### Selected gate families, run 1

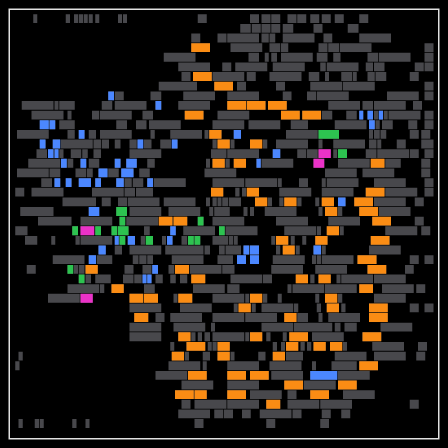
### Sequential cells grouped by signal name, run 1

Other sequential cells in the stronger gray, the rest of the logic in the fainter gray.
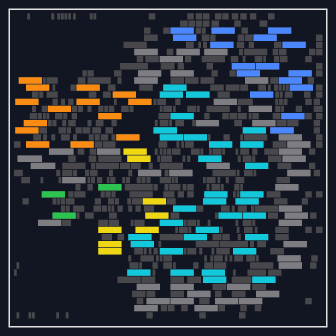
### PDN straps and rails, run 1

Pins as bars on the die edge.
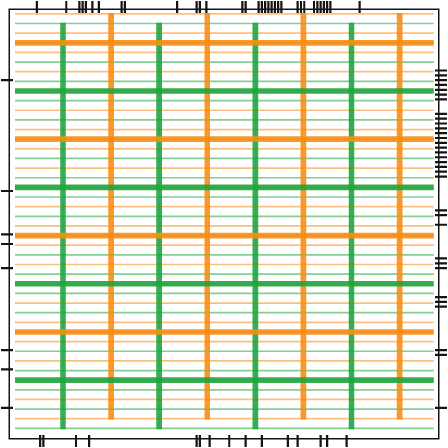
## src/rtl/uart_inst_loader.sv

```systemverilog
// uart_inst_loader: 8N1 UART receiver packing 4 bytes little-endian into words written to ICCM over valid/grant.
module uart_inst_loader #(
  parameter int unsigned CLKS_PER_BIT = 10417,
  parameter logic [31:0] BASE_ADDR    = 32'h0000_0000,
  parameter logic [31:0] END_WORD     = 32'h0000_0FFF
) (
  input  logic        clk_i,
  input  logic        rst_ni,
  input  logic        en_i,
  input  logic        rx_i,
  output logic        we_o,
  output logic [31:0] addr_o,
  output logic [31:0] wdata_o,
  input  logic        gnt_i,
  output logic        done_o,
  output logic        frame_err_o,
  output logic        overrun_o,
  output logic [15:0] word_cnt_o
);
  localparam int CW = $clog2(CLKS_PER_BIT + 1);
  localparam logic [CW-1:0] FULL = CW'(CLKS_PER_BIT - 1);
  localparam logic [CW-1:0] HALF = CW'(CLKS_PER_BIT / 2 - 1);

  typedef enum logic [1:0] {IDLE, START, DATA, STOP} state_t;

  state_t        state_q, state_d;
  logic [CW-1:0] cnt_q, cnt_d;
  logic [2:0]    bit_q, bit_d;
  logic [7:0]    byte_q, byte_d;
  logic [1:0]    idx_q, idx_d;
  logic [31:0]   word_q, word_d;
  logic          wv_q, wv_d;
  logic          we_q, we_d;
  logic [31:0]   wdata_q, wdata_d;
  logic          done_q, done_d;
  logic          ferr_q, ferr_d;
  logic          ovr_q, ovr_d;
  logic [15:0]   wcnt_q, wcnt_d;
  logic          rx_meta_q, rx_sync_q, rx_prev_q;
  logic          fall;

  assign fall = rx_prev_q & ~rx_sync_q;

  always_comb begin
    state_d = state_q;
    cnt_d   = cnt_q;
    bit_d   = bit_q;
    byte_d  = byte_q;
    idx_d   = idx_q;
    word_d  = word_q;
    wv_d    = 1'b0;
    we_d    = we_q;
    wdata_d = wdata_q;
    done_d  = done_q;
    ferr_d  = ferr_q;
    ovr_d   = ovr_q;
    wcnt_d  = wcnt_q;
    case (state_q)
      IDLE: begin
        cnt_d = '0;
        bit_d = '0;
        if (fall && en_i && !done_q) state_d = START;
      end
      START: begin
        cnt_d = (cnt_q == HALF) ? '0 : cnt_q + 1'b1;
        if (cnt_q == HALF) state_d = rx_sync_q ? IDLE : DATA;
      end
      DATA: begin
        cnt_d = (cnt_q == FULL) ? '0 : cnt_q + 1'b1;
        if (cnt_q == FULL) begin
          byte_d[bit_q] = rx_sync_q;
          bit_d = bit_q + 3'd1;
          if (bit_q == 3'd7) state_d = STOP;
        end
      end
      STOP: begin
        cnt_d = (cnt_q == FULL) ? '0 : cnt_q + 1'b1;
        if (cnt_q == FULL) begin
          state_d = IDLE;
          if (rx_sync_q) begin
            word_d[8*idx_q +: 8] = byte_q;
            idx_d = idx_q + 2'd1;
            wv_d  = (idx_q == 2'd3);
          end else begin
            ferr_d = 1'b1;
          end
        end
      end
      default: state_d = IDLE;
    endcase
    if (!en_i) begin
      state_d = IDLE;
      cnt_d   = '0;
      bit_d   = '0;
      idx_d   = '0;
      wv_d    = 1'b0;
    end
    if (we_q && gnt_i) begin
      we_d   = 1'b0;
      wcnt_d = wcnt_q + 16'd1;
    end
    // a grant on the completion edge frees the slot, so the new word is taken instead of dropped
    if (wv_q) begin
      if (word_q == END_WORD) done_d = 1'b1;
      else if (we_q && !gnt_i) ovr_d = 1'b1;
      else begin
        we_d    = 1'b1;
        wdata_d = word_q;
      end
    end
  end

  always_ff @(posedge clk_i or negedge rst_ni) begin
    if (!rst_ni) begin
      state_q   <= IDLE;
      cnt_q     <= '0;
      bit_q     <= '0;
      byte_q    <= '0;
      idx_q     <= '0;
      word_q    <= '0;
      wv_q      <= 1'b0;
      we_q      <= 1'b0;
      wdata_q   <= '0;
      done_q    <= 1'b0;
      ferr_q    <= 1'b0;
      ovr_q     <= 1'b0;
      wcnt_q    <= '0;
      rx_meta_q <= 1'b1;
      rx_sync_q <= 1'b1;
      rx_prev_q <= 1'b1;
    end else begin
      state_q   <= state_d;
      cnt_q     <= cnt_d;
      bit_q     <= bit_d;
      byte_q    <= byte_d;
      idx_q     <= idx_d;
      word_q    <= word_d;
      wv_q      <= wv_d;
      we_q      <= we_d;
      wdata_q   <= wdata_d;
      done_q    <= done_d;
      ferr_q    <= ferr_d;
      ovr_q     <= ovr_d;
      wcnt_q    <= wcnt_d;
      rx_meta_q <= rx_i;
      rx_sync_q <= rx_meta_q;
      rx_prev_q <= rx_sync_q;
    end
  end

  assign we_o        = we_q;
  assign wdata_o     = wdata_q;
  assign addr_o      = BASE_ADDR + {14'd0, wcnt_q, 2'b00};
  assign done_o      = done_q;
  assign frame_err_o = ferr_q;
  assign overrun_o   = ovr_q;
  assign word_cnt_o  = wcnt_q;
endmodule

```

## config.mk

```make
export PLATFORM = sky130hd
export DESIGN_NAME = uart_inst_loader
export DESIGN_NICKNAME = d
export VERILOG_FILES = /design/src/rtl/uart_inst_loader.sv
export SDC_FILE = /design/constraint.sdc
export NUM_CORES = 1
export LEC_CHECK = 0
export ABC_CLOCK_PERIOD_IN_PS = 2900
export CORE_UTILIZATION = 40
export CTS_CLUSTER_DIAMETER = 60
export CTS_CLUSTER_SIZE = 30
export DETAILED_ROUTE_END_ITERATION = 16
export PLACE_DENSITY = 0.62
export SYNTH_ARGS = -nofsm -noshare
export SYNTH_HDL_FRONTEND = slang
export SYNTH_SLANG_ARGS = --single-unit
```

## constraint.sdc

```tcl
create_clock -name clk_i -period 2.9 [get_ports clk_i]
set_input_delay 0.435 -clock clk_i [delete_from_list [all_inputs] [get_ports clk_i]]
set_output_delay 0.435 -clock clk_i [all_outputs]
set_load 0.1 [all_outputs]
```

==> results.txt, run 1 <==
Physical implementation status

The remaining number of nets flagged by the antenna check after routing stands at 0. The sequential cell area fraction in the yosys report stands at 0.520. Looking at the critical path, the highest net fanout was 10. The pre-CTS worst setup slack stands at 0.543 ns. The initial utilization of the core area, before any placement, comes to 0.408.

The proportion of synthesized flip-flops having asynchronous set or reset stands at 1.00. For this run, global-route usage on met2 was measured as 0.256. At the pin with the least slew margin, the transition time is 0.939 ns. Dividing the synthesized area by the synthesized cell count gives roughly 12 sq um. The layer flagged by global routing as most heavily used is met2. For this run, the chip area from Yosys synthesis comes to 5640 sq um. The final antenna diode tally reported by the flow is 0.

The routed length on met2 stands at 5290 microns. The critical path data arrival time stands at ~2.7 ns. For this design, the sink count on the clock tree is 117. The fraction of the mapped netlist area in simple logic gates stands at 0.147. Dividing total power by cell area gives a power density of 598 nW/um^2. The post-route fraction of the period consumed by the critical path stands at 0.818. Measured along the x axis, the die boundary spans between 100 and 150 microns. The number of global-route vias before repair stands at about 3,700.

Entering global routing, the biggest net connects 48 pins. The routed via count stands at 3,667. For reference, the top logic cell family by area is multiplexers. The post-route report lists met1 wire length as about 5400 microns. CTS placed an instance of sky130_fd_sc_hd__clkbuf_16 at the clock tree root. The main area contributors are sky130_fd_sc_hd__dfrtp_1, sky130_fd_sc_hd__mux2_4, sky130_fd_sc_hd__mux2i_1. Recorded from the global router log, the overflow total was 0. Of the cells placed in the final design, the portion with a size suffix greater than 1 is 0.278. For met3 alone, demand over resource in global routing was 0.0542. Of the post-synthesis cell area, the dominant cell type holds 0.506. Counting the warning lines in the Yosys log gives 0.

Looking at the cell usage after synthesis, the top flip-flop cell is sky130_fd_sc_hd__dfrtp_1. Looking at the clock tree report, the H-tree level count equals 4. The number of unique standard cell types used by synthesis stands at 44.

Setup repair after global routing left no endpoint under its margin. The number of design rule violations left after detail routing stands at 0. Across the routed clock network, the largest skew measured is 0.00701 ns. The slack of the critical path stands at 0.529 ns. The quantity of I/O buffers inserted on ports stands at 72. STA classifies the critical path endpoint as a flop. The worst path required time stands at 3.19 ns.

The critical path is of the flop to flop type. For the worst-skew pair, the clock arrives at the later sink with an insertion delay of between 0.4 and 0.5 ns. Note that the worst hold path type here is primary input to async pin. The minimum clock period stands at about 2.4 ns. The count of TritonRoute iterations in the first routing pass stands at 4. Summed over all instances, the cell type with the most area after synthesis is sky130_fd_sc_hd__dfrtp_1. Detailed placement ended at an HPWL of 7650 microns. According to the I/O placement log, the pin count is roughly 89.

By count the netlist is led by sky130_fd_sc_hd__dfrtp_1, sky130_fd_sc_hd__nand2_1, sky130_fd_sc_hd__inv_1. Looking at the post-CTS report, the setup buffer insertion count equals 0. The global routing usage on met1 stands at 0.228. STA classifies the critical path startpoint as a flop.

The area fraction in compound gates stands at 0.0239. The tightest slew margin relative to the limit stands at 0.373. Row generation in the floorplan step produced 43 rows.

The cell-mix breakdown from Yosys lists the XOR/XNOR area share as 0.0419. The maximum frequency from static timing analysis stands at 422 MHz. The detailed placer reported the number of placed instances as about 710. TritonCTS built the clock tree.

The synthesized design contains 0 enable-type register cells. The number of antenna violations at the first check in global routing was 0. The all-layer global routing usage stands at 0.170. The count of state elements after synthesis stands at 117. The count of maximum capacitance violations stands at 0. The area of the core stands at 13,800 sq um.

After clock tree synthesis, the repair step resized 0 gates. The first routing iteration left 187 violations. The highest layer touched by signal routing is met4. For this design, the CTS-stage hold fixing added 0 buffers.

Clock-pin slew was measured on the worst setup and hold paths at 0.05 ns. The growth of design area from synthesis to finish stands at 21.0%. The routability congestion estimate from global placement stands at 0.791. After technology mapping, the gate count stands at ~490. The worst hold slack stands at 0.00901 ns.

The overall power consumption stands at 4080 uW. For the final routed database, the setup TNS stands at 0 ns. The maximum number of buffers from clock root to sink stands at 2.

The layout net count stands at around 570. TritonCTS created 17 clock buffers. The last timing report of the flow puts the setup violation total at 0. sky130_fd_sc_hd__dfrtp_1 is the most common cell in the netlist.

The script logs the mean routed wire length per placed instance as 15.1 microns. The first-pass GRT wire length stands at 18,800 microns. The leakage component of the power was reported as 0.00335 uW. Counting pins that exceed their max-slew limit in the final report gives 0. The number of cells in Yosys stat stands at 485. In the detailed route, the total length drawn on met3 is between 400 and 500 microns.

The average vias per placed instance stands at 4.93. Of the total synthesized cell area, the portion taken by full adders, half adders and majority gates is 0.0222. The portion of netlist area occupied by mux cells stands at 0.162. The flow ran to the end, and the final reports show no timing, DRC or antenna violations. According to the floorplan report, the total die area is 14,600 sq um. For reference, the final report shows the hold violation count at 0. The post-detailed-placement cell area stands at 6230 sq um. The summed area of non-filler cells in the final layout stands at 6830 sq um. The total tool warning count stands at 31.

The final layout contains routed wiring with a total length of 11,300 microns. In the layout the commonest cells are sky130_fd_sc_hd__dfrtp_1, sky130_fd_sc_hd__buf_4, sky130_fd_sc_hd__nand2_1, sky130_fd_sc_hd__inv_1, sky130_fd_sc_hd__mux2i_1. The cell area after synthesis stands at 5640 sq um.
Back to the opening pictures, 'Selected gate families':
family	color	cells
aoi and oai cells	green	16
nor cells	blue	47
non-inverting ao/oa cells	magenta	4
mux cells	orange	75
number of cells in the finished layout apart from fillers: 744
combinational share of cell area: 0.338
top logic cell by instance count in the layout: sky130_fd_sc_hd__dfrtp_1

Back to the opening pictures, 'Sequential cells grouped by signal name':
signal	color	sequential cells
byte_q	yellow	8
cnt_q	orange	14
word_cnt_o	blue	16
word_q	cyan	32
bit_q	green	3
not colored	44
sequential power: 1670 uW
flop share of the area: 0.429
combined flip-flop and latch cell area: 2930 sq um
post-layout utilization of the core: 0.494

Back to the opening pictures, 'PDN straps and rails':
net	color
VDD	orange
VSS	green
met5 straps	8
signal pins	89
Die Ht: 121 microns
Max rail drop VDD: 0.408 mV

-- run 1: layout make-up --
type / count / area (sq um)
multi-input combinational: 298 / 2310
inverter: 39 / 146
clock inverter: 9 / 128
tap: 180 / 225
fill: 1243 / 7000
timing repair buffer: 80 / 621
clock buffer: 21 / 470
sequential: 117 / 2930
-- run 1: worst max-delay path, cell delays in order, from the launching register on --
cell and delay, ns:
sky130_fd_sc_hd__dfrtp_1 0.45, sky130_fd_sc_hd__nor4b_1 0.47, sky130_fd_sc_hd__and4_1 0.56, sky130_fd_sc_hd__buf_4 0.24, sky130_fd_sc_hd__and4_1 0.20, sky130_fd_sc_hd__mux2_2 0.33
-- run 1: power by group --
part / internal [uW] / switching [uW]
Sequential: 1650 / 18.2
Combinational: 41.7 / 254
Clock: 1400 / 720
Total: 3090 / 993
-- run 1: state kept, by name, indices dropped and copies added, names as in the netlist --
| register | count |
|---|---|
| frame_err_o | 1 |
| rx_sync_q | 1 |
| word_q | 32 |
| byte_q | 8 |
| overrun_o | 1 |
| cnt_q | 14 |
| word_cnt_o | 16 |
| wv_q | 1 |
| bit_q | 3 |
| wdata_o | 32 |
| done_o | 1 |
| we_o | 1 |
| state_q | 2 |
| idx_q | 2 |
| rx_prev_q | 1 |
| rx_meta_q | 1 |
-- run 1: path summary, 6_finish.rpt --
check,start,endpoint,slack (ns),cells after the start
max reg2reg,cnt_q[3],byte_q[2],0.53,5
min reg2reg,rx_meta_q,rx_sync_q,0.36,0
min in group clk_i,rx_meta_q,rx_sync_q,0.36,0
max in group asynchronous,rst_ni,word_q[18],2.11,2
min,rst_ni,wdata_o[8],0.009,1
max,cnt_q[3],byte_q[2],0.53,5
==> inputs of run 2 (changes only) <==
Settings changed: ABC_CLOCK_PERIOD_IN_PS 2900 to 2100, PLACE_DENSITY 0.62 to 0.65.
Clock period 2.9 ns to 2.1 ns, I/O delays scaled along.
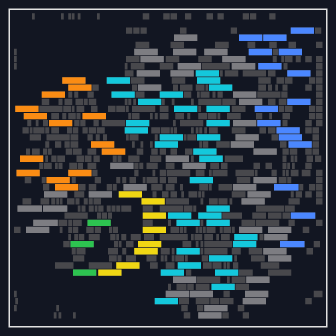
*Sequential cells grouped by signal name, run 2*
Other sequential cells in the stronger gray, the rest of the logic in the fainter gray.
signal	color	sequential cells
bit_q	green	3
cnt_q	orange	14
byte_q	yellow	8
word_q	cyan	32
word_cnt_o	blue	16
not colored	44
sequential power: 2300 uW
combined flip-flop and latch cell area: 2940 sq um
post-layout utilization of the core: 0.510

==> run 2 against run 1 <==
Effect of this change: utilization up 1.7 points; cell count up 2.7%; cell area up 3.4%; combinational power up 41%; via count up 1.3%; hold slack better by 0.30 ns; synthesized cell count unchanged; non-clock buffer count up 18; highest routed layer unchanged.
==> results.txt, run 2 <==
Physical implementation status

The sink count of the clock tree was 117 (unchanged). The all-layer global routing usage came to 0.169 (was 0.170). The worst hold path class is primary input to flop (was primary input to async pin). The post-route fraction of the period consumed by the critical path came to 0.969 (was 0.818). The clock transition at the registers of the reported paths stands at 0.06 ns (was 0.05 ns).

The CTS H-tree depth stands at 4 (unchanged). The wire length on met1 was 5300 microns (was 5370 microns). The area of the core stands at 13,800 sq um (unchanged). The critical path launch point was cnt_q[9] (was cnt_q[3]). For the worst min-delay path, the startpoint reported by OpenROAD is rx_i. The number of buffers added for setup after CTS stands at 0 (unchanged). The power density of the placed cells came to 831 nW/um^2 (was 598 nW/um^2). The initial DRC count was 180 (was 187). The TritonCTS clock tree was done (unchanged).

The length of routed met3 wiring came to 462 microns (was 455 microns). The width of the die stands at 121 microns (unchanged). The power drawn by the combinational cells was 418 uW (was 296 uW). The net switching power figure stands at 1460 uW (was 993 uW).

The leakage component of the power stands at 0.00348 uW (was 0.00335 uW). The number of antenna violations at the first check in global routing came to 0 (unchanged). The worst hold slack stands at 0.306 ns (was 0.00901 ns).

The minimum clock period is 2.04 ns (was 2.37 ns). The endpoint kind of the worst setup timing path is a flop (unchanged). The sequential cell area fraction in the yosys report stands at 0.520 (unchanged). The internal portion of total power stands at 4410 uW (was 3090 uW).

The number of flops mapped to enable cells by yosys stands at 0 (unchanged). The first-pass GRT wire length was 19,000 microns (was 18,800 microns). The growth of design area from synthesis to finish stands at 25.1% (was 21.0%). The most frequent cell after synthesis is sky130_fd_sc_hd__dfrtp_1 (unchanged).

The setup slack of the most critical reg-to-reg path stands at 0.06 ns (was 0.53 ns). The I/O pin count stands at 89 (unchanged). The critical path data arrival time is 2.37 ns (was 2.66 ns). The number of cells in Yosys stat is 485 (unchanged).

The category of the critical setup timing path is flop to flop (unchanged). The share of total power in sequential cells stands at 0.393 (was 0.408). The met3 global-route usage came to 0.0495 (was 0.0542). The met2 demand-to-capacity share in global routing stands at 0.269 (was 0.256). The placed wire-length estimate is 7900 microns (was 7650 microns).

The cell area after synthesis stands at 5640 sq um (unchanged). Ranking of synthesized cells by instance count: sky130_fd_sc_hd__dfrtp_1, sky130_fd_sc_hd__nand2_1, sky130_fd_sc_hd__inv_1 (unchanged). The total tool warning count stands at 32 (was 31).

Top Layout Cells: sky130_fd_sc_hd__dfrtp_1, sky130_fd_sc_hd__buf_4, sky130_fd_sc_hd__nand2_1, sky130_fd_sc_hd__inv_1, sky130_fd_sc_hd__mux2i_1 (unchanged). The family of cells with the greatest summed delay on the critical path is simple AND/OR/NAND/NOR gates (unchanged). Run status: complete, no violations (unchanged). The placement row count stands at 43 (unchanged).

The global routing usage on met1 is 0.220 (was 0.228). The maximum vdd drop was 0.589 mV (was 0.408 mV). The area of the die stands at 14,600 sq um (unchanged).

The layout net count stands at 586 (was 568). The mean cell area of the mapped netlist stands at 11.6 sq um (unchanged). The number of unique standard cell types used by synthesis is 44 (unchanged). Cell chain of the critical path: nor4b_1 -> buf_4 -> and4_2 -> buf_4 -> nand3_2 -> mux2i_1 (was nor4b_1 -> and4_1 -> buf_4 -> and4_1 -> mux2_2).

The quantity of I/O buffers inserted on ports was 72 (unchanged). The power attributed to the clock group came to 3140 uW (was 2120 uW). The fraction of power consumed by combinational cells is 0.071 (was 0.072). The count of TritonRoute iterations in the first routing pass stands at 6 (was 4). The cell total after placement came to 731 (was 714). The clock latency of the later-clocked register in the worst-skew pair came to 0.42 ns (about the same). The detailed-route wire length was 11,300 microns (about the same). The slew at the pin closest to its max-slew limit came to 0.600 ns (was 0.939 ns). Unrepaired setup endpoints after global routing: true (was false). The number of max-slew violations in the final report stands at 0 (unchanged). The clock network power share is 0.536 (was 0.520). Cells taking the most area after synthesis: sky130_fd_sc_hd__dfrtp_1, sky130_fd_sc_hd__mux2_4, sky130_fd_sc_hd__mux2i_1 (unchanged).

The biggest cell delay along the critical path stands at 0.42 ns (was 0.56 ns). The routed wirelength normalized by instance count was 14.8 microns (was 15.1 microns). The cell seen most often among critical-path stages is sky130_fd_sc_hd__buf_4 (was sky130_fd_sc_hd__and4_1). The number of buffers and inverters on the critical path came to 2 (was 1). The number of hold violations in the final report stands at 0 (unchanged). The count of state elements after synthesis was 117 (unchanged). The global-route layer with the greatest usage is met2 (unchanged). The sum of negative setup slack stands at 0 ns (unchanged). The final cell count without fillers was 764 (was 744).

The clock buffer count from CTS is 17 (unchanged). The biggest fanout along the worst timing path was 8 (was 10). The routed length on met2 stands at 5380 microns (was 5290 microns). The remaining number of nets flagged by the antenna check after routing stands at 0 (unchanged). The proportion of synthesized flip-flops having asynchronous set or reset is 1.00 (unchanged). The leading register cell type out of synthesis is sky130_fd_sc_hd__dfrtp_1 (unchanged). The cell at the root of the clock tree was sky130_fd_sc_hd__clkbuf_16 (unchanged). The tightest slew margin relative to the limit stands at 0.600 (was 0.373).

The top power consumer group is clock (unchanged). The number of filler cells placed in the layout stands at 1,206 (was 1,243). The source of the worst register-to-register timing path is cnt_q[9] (was cnt_q[3]). The largest net degree at the start of global routing stands at 42 (was 48). The critical-path cell with the highest stage delay is sky130_fd_sc_hd__dfrtp_1 (was sky130_fd_sc_hd__and4_1).

The count of maximum capacitance violations is 0 (unchanged). The area of the multi-input gates stands at 2310 sq um (about the same). The total global routing overflow was 0 (unchanged).

The maximum frequency from static timing analysis was 491 MHz (was 422 MHz). The worst path required time stands at 2.43 ns (was 3.19 ns). The die outline height is 121 microns (unchanged). The most frequent standard cell in the layout excluding fill and tap cells is sky130_fd_sc_hd__dfrtp_1 (unchanged). The average vias per placed instance stands at 4.86 (was 4.93). The number of endpoints failing setup at the final stage was 0 (unchanged). The launching element type of the critical path was a flop (unchanged). The portion of synthesized cell area occupied by the leading cell type is 0.506 (unchanged). The final clock skew stands at 0.00859 ns (was 0.00701 ns). The maximum number of buffers from clock root to sink stands at 2 (unchanged). The number of antenna diodes stands at 0 (unchanged).

The synthesis area per yosys stands at 5640 sq um (unchanged). The total of warnings raised by yosys is 0 (unchanged). The routed via count is 3,713 (was 3,667). The net switching share of the total power stands at 0.248 (was 0.243). The number of instances in the synthesized netlist stands at 485 (unchanged). The effective utilization at floorplan is 0.408 (unchanged).

The number of global-route vias before repair is 3,758 (was 3,663). The routability congestion estimate from global placement was 0.844 (was 0.791). The top cell type by total area after synthesis is sky130_fd_sc_hd__dfrtp_1 (unchanged). The share of final-layout standard cells stronger than drive strength 1 stands at 0.310 (was 0.278).

The number of design rule violations left after detail routing stands at 0 (unchanged). The highest layer used for signal routing was met4 (unchanged).
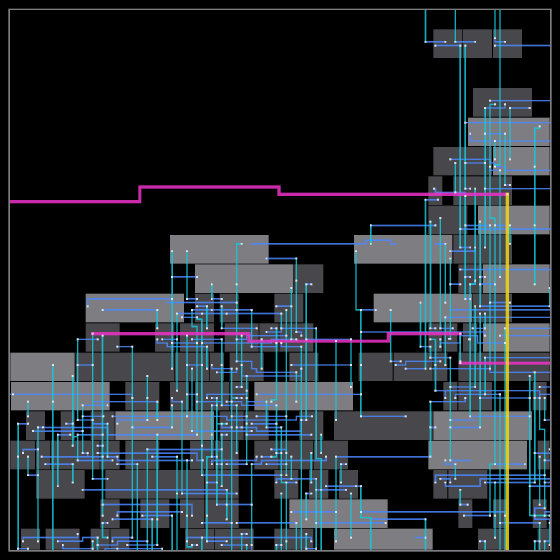
*A small window of the routed layout, run 2*
Window x 5 to 55, y 66 to 116 microns. Cells in gray, sequential cells in the stronger gray; small squares are vias.
layer	color
M3	magenta
M1	blue
M2	cyan
M4	yellow
netlist names of flops here include	cnt_q (9), word_q (5), wdata_o (4)
most frequent	dfrtp_1 (18), nor3_1 (11), buf_4 (9)
cells with their middle in the window	98
sequential cells in the window	18

## run 2: cell types whose count changed in the layout (fill, tap and decap cells not counted), sizes merged
| cell | change |
|---|---|
| buf | +17 |
| inv | +4 |
| clkbuf | -2 |
| clkinvlp | -2 |
| bufinv | +1 |
| clkinv | +1 |
| dlygate4sd3 | +1 |
## run 2: final timing paths
kind                                      end  depth (start not counted)
worst max-delay path               word_q[19]                          6
worst min-delay path                rx_meta_q                          1
worst max register to register     word_q[19]                          6
worst min register to register      rx_sync_q                          0
max in group asynchronous           rx_prev_q                          3
min in group asynchronous       word_cnt_o[3]                          2
## run 2: cell families (layout without fill, tap and decap cells)
group	count (synthesis)	count (layout)	synth area share
other cells	1	16	0.000665
mux	75	75	0.162
buf+inv	85	169	0.0831
flops	117	117	0.520
simple gates	150	150	0.147
xor+xnor	27	27	0.0419
compound gates	20	20	0.0239
fa+ha+maj	10	10	0.0222
## run 2: metrics by stage
step                      total power, uW  setup WS (ns)   util  area (sq um)
after floorplan                      2680        0.00329      -          5700
after global placement               2760         0.0532  0.463          6400
after detailed placement             2760        -0.0266  0.463          6400
after CTS                            5920         0.0294  0.510          7060
after global routing                 6050        -0.0498  0.510          7060
final                                5860         0.0644  0.510          7060
## run 2: what timing repair did
action	4_1_cts	5_1_grt
setup endpoints to repair	8	43
gates resized	1	0
endpoints found under the hold margin	37	0
hold buffers	1	0
pin swaps	0	1
## run 2: final cells by class
class | count | share of cell area
clock buffers | 19 | 0.0642
clock inverters | 13 | 0.0275
multi-input cells | 298 | 0.327
inverters | 39 | 0.0207
well taps | 180 | 0.0319
flip-flops and latches | 117 | 0.416
repair buffers | 98 | 0.113
Power and IR drop assume default switching activity.
